==> config.mk <==
export PLATFORM = sky130hd
export DESIGN_NAME = counter_controller
export DESIGN_NICKNAME = d
export VERILOG_FILES = /design/src/rtl/counter_controller.sv
export SDC_FILE = /design/constraint.sdc
export NUM_CORES = 1
export LEC_CHECK = 0
export CAP_MARGIN = 0
export CORE_MARGIN = 5
export CORE_UTILIZATION = 35
export DETAILED_ROUTE_END_ITERATION = 8
export GPL_TIMING_DRIVEN = 0
export PLACE_DENSITY = 0.65
export SYNTH_ARGS = -nofsm -noshare
export SYNTH_HDL_FRONTEND = slang
export SYNTH_SLANG_ARGS = --single-unit
==> constraint.sdc <==
create_clock -name CLK -period 2 [get_ports CLK]
set_input_delay 0.4 -clock CLK [delete_from_list [all_inputs] [get_ports CLK]]
set_output_delay 0.4 -clock CLK [all_outputs]
set_load 0.01 [all_outputs]
io_fan.png
(8 px per um)
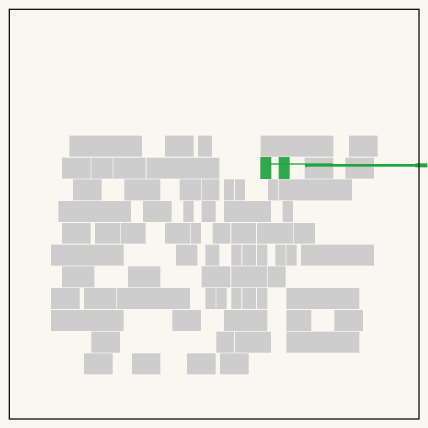
color	port	direction	end cells	wire
green	ONE_SHOT	input	2	21.9 um
# port buffers: 14
# IOs: 15

flops_by_reg.png
(8 px per um) Other sequential cells in the stronger gray, the rest of the logic in the fainter gray.
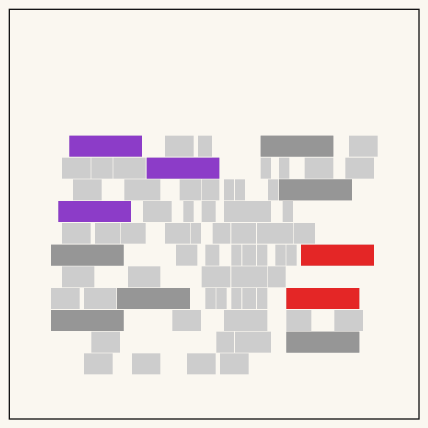
color	netlist name	flops
purple	Q	3
red	state_q	2
power in sequential cells: 0.241 mW
Seq area share: 35.5%

logic_types.png
(10 px per um)
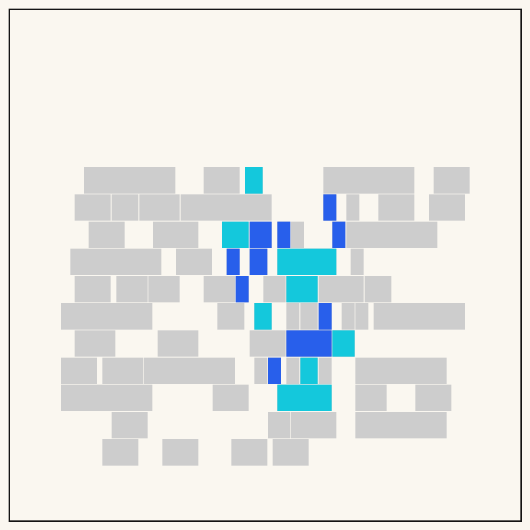
color	family	cells	where
blue	nor cells	10	center
cyan	aoi and oai cells	8	center
Commonest Layout Cell: clkdlybuf4s50_1
final non-filler cell total: 88

cell_density.png
(6 px per um) The die is cut into 10 by 10 equal tiles; dark purple is low, yellow is high, 0 to 100% covered.
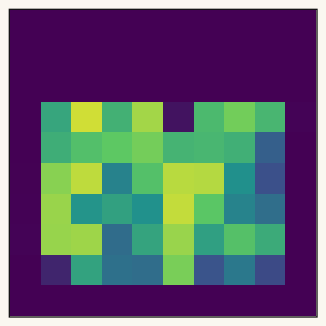
tiles over 75% full	14%
mean over tiles	29%
densest ninth of the die	center
fullest tile	93%
nearly empty tiles	52%
Final Core Density: 49.8%
CORE AREA: 1560 sq um
pre-placement core utilization: 37.8%

==> impl_metrics.json <==
{
  "status": "finished clean",
  "xor_area_share_pct": 5.94,
  "cp.depth": 6,
  "ys_top_cells_by_area": "dfrtp_1 47%, mux2_2 7.6%, ha_1 6.4%, xor2_1 5.9%, nor2_1 4.5%",
  "grt_usage_pct": 9.96,
  "fin_crit_sh_pct": 90.8,
  "fin_ws_ns": 0.184,
  "leakage_nw": 0.358,
  "top_area_share_pct": 46.7,
  "post_cts_buffers": 0,
  "end_kind": "flop",
  "synth_flops": 11,
  "yosysSeqAreaShare_pct": 46.7,
  "worstSetupStartpointType": "primary input",
  "rsz0062_at_grt": "false",
  "die_w_um": 51.0,
  "rrSetupSlack_ns": 0.22,
  "nFillCells": 152,
  "seq_cell_count": 11,
  "grt_antenna_before_repair": 0,
  "async_flop_share_pct": 100,
  "nonClkBufAreaFrac_pct": 18.1,
  "inv_count": 5,
  "buffers": 14,
  "area_growth_pct": 31.6,
  "yosys_cells": 54,
  "top_cell": "dfrtp_1",
  "route.vias.total": 450,
  "cts-root-buf": "clkbuf_4",
  "simple_gate_share_pct": 13.4,
  "crit_family": "AND-OR/OR-AND gates",
  "logic_gate_count": 38,
  "clock_cell_area_share_pct": 3.39,
  "grt_pass1_wl_mm": 1.84,
  "min_path_type": "primary input to asynchronous set/reset pin",
  "num_rows": 14,
  "place_hpwl_um": 870,
  "grt_pass1_vias": 432,
  "comb_area_sq_um": 295,
  "clkbuf_count": 4,
  "grt_max_degree": 12,
  "slowest_delay_ns": 0.48,
  "seq_area_sq_um": 275,
  "finalWeightedCongestion": 0.795,
  "synth_adder_area_share_pct": 6.37,
  "synthFlopType": "dfrtp_1",
  "avgSynthCellArea_sq_um": 10.9,
  "hold_violations": 0,
  "worstMarginPinSlew_ns": 0.483,
  "crit_type": "primary input to flop",
  "cts_buffers": 3,
  "ys_top_cells_by_count": "11 x dfrtp_1, 7 x nor2_1, 4 x inv_1, 4 x mux2_2, 4 x xor2_1",
  "syn_area_sq_um": 589,
  "clk_pin_slew_ns": 0.07,
  "dpl_worst_slack_ns": -0.0629,
  "cp_data_required_time_ns": 2.21,
  "fp_nets": 66,
  "dr.pass1.iters": 3,
  "slew_viol_final": 0,
  "cts_hold_buffers": 0,
  "worst-path-buf-inv": 2,
  "synth_chip_area_sq_um": 589,
  "die_h_um": 51.0,
  "drc_errors": 0,
  "worstRegToRegCells": 7,
  "cts.sinks": 11,
  "fin_crit_ns": 1.82,
  "largest_cell_class": "logic gates",
  "cts_tree": "built",
  "fmax_mhz": 551,
  "crit_slowest_cell": "clkdlybuf4s50_1",
  "viasPerCell": 5.11,
  "grt_overflow_total": 0,
  "fin_worst_skew_ns": 0.00244,
  "path_cells": "clkdlybuf4s50_1 -> clkinv_1 -> o41ai_1 -> a21oi_1 -> nor2_1 -> mux2_2",
  "arrival_ns": 2.03,
  "antennaDiodeCount": 0,
  "layout-drive-gt1-share_pct": 13.9,
  "wl_mm": 1.10,
  "tapCellCount": 16,
  "ir_drop_mv": 0.330,
  "p_per_area_nw_per_um2": 603,
  "postRouteAntennaNets": 0,
  "yosysUniqueCellTypes": 22,
  "die_area_sq_um": 2600,
  "ys_sh_mux_pct": 9.34,
  "clock_latency_ns": 0.27,
  "top_logic_kind": "AND-OR/OR-AND gates",
  "sh_comb_area_pct": 38.1,
  "synthCells": 54,
  "finalSetupViolCount": 0,
  "h-tree-depth": 1,
  "tool_warnings": 27,
  "wl_per_cell_um": 12.5,
  "edf_count": 0,
  "layout.nets": 85,
  "drtIter0Drc": 3,
  "cts.path.max_buffers": 2,
  "yosysWarnings": 0,
  "max_cap_violations": 0,
  "crit_fanout": 3,
  "relSlewSlack_pct": 67.7,
  "synthAoiAreaFrac_pct": 15.1,
  "synth_area_leader_cell": "dfrtp_1",
  "cts_resized": 0,
  "setup-tns-final_ns": 0
}
==> through the flow <==
| stage | total power [mW] | utilization, % | cells | cell area (sq um) | hold slack [ns] |
|---|---|---|---|---|---|
| after global placement | 0.322 | 48.1 | 84 | 749 | 0.518 |
| after floorplan | 0.289 | - | 54 | 589 | 0.104 |
| final | 0.468 | 49.8 | 88 | 776 | 0.453 |
| after detailed placement | 0.323 | 48.1 | 84 | 749 | 0.521 |
| after CTS | 0.476 | 49.8 | 88 | 776 | 0.471 |
| after global routing | 0.498 | 49.8 | 88 | 776 | 0.479 |
==> per-layer routing <==
metal  part of all wire (%)  up-vias  track usage (%)
met4                    1.9        0             5.83
met5                      0        -                0
met3                    7.1        4             6.40
met2                     43       12             12.7
met1                     48      205             12.4
li1                       -      229                -
==> power by group <==
part	internal, mW	switching, mW
Sequential	0.234	0.00745
Clock	0.0774	0.0724
Combinational	0.0376	0.0392
==> worst register-to-register path: stages (launching register included) <==
cell and delay (ns):
dfrtp_1 0.36, inv_1 0.09, ha_1 0.39, nand2_1 0.07
nor2_1 0.24, a21oi_1 0.09, a221oi_2 0.30, xor2_1 0.16
==> placed cells by master (no fill, tap or decap) <==
cell type,netlist,routed
nor4_1,1,1
nand3_1,1,1
o31ai_1,1,1
clkbuf_1,0,1
nor2_1,7,7
clkbuf_4,0,3
nor4_2,1,1
nor3_1,1,1
o21ba_1,1,1
dfrtp_1,11,11
a221oi_2,1,1
o41ai_2,1,1
nand2_1,3,3
a32o_1,1,1
o41ai_1,1,1
a21oi_1,3,3
inv_1,4,4
xor2_1,4,4
nand2b_1,2,2
clkinv_1,1,1
a31oi_1,1,1
mux2i_1,1,1
clkdlybuf4s50_1,0,14
ha_1,3,3
mux2_2,4,4
Power figures rest on the tool's default switching activity, not on a simulated workload.
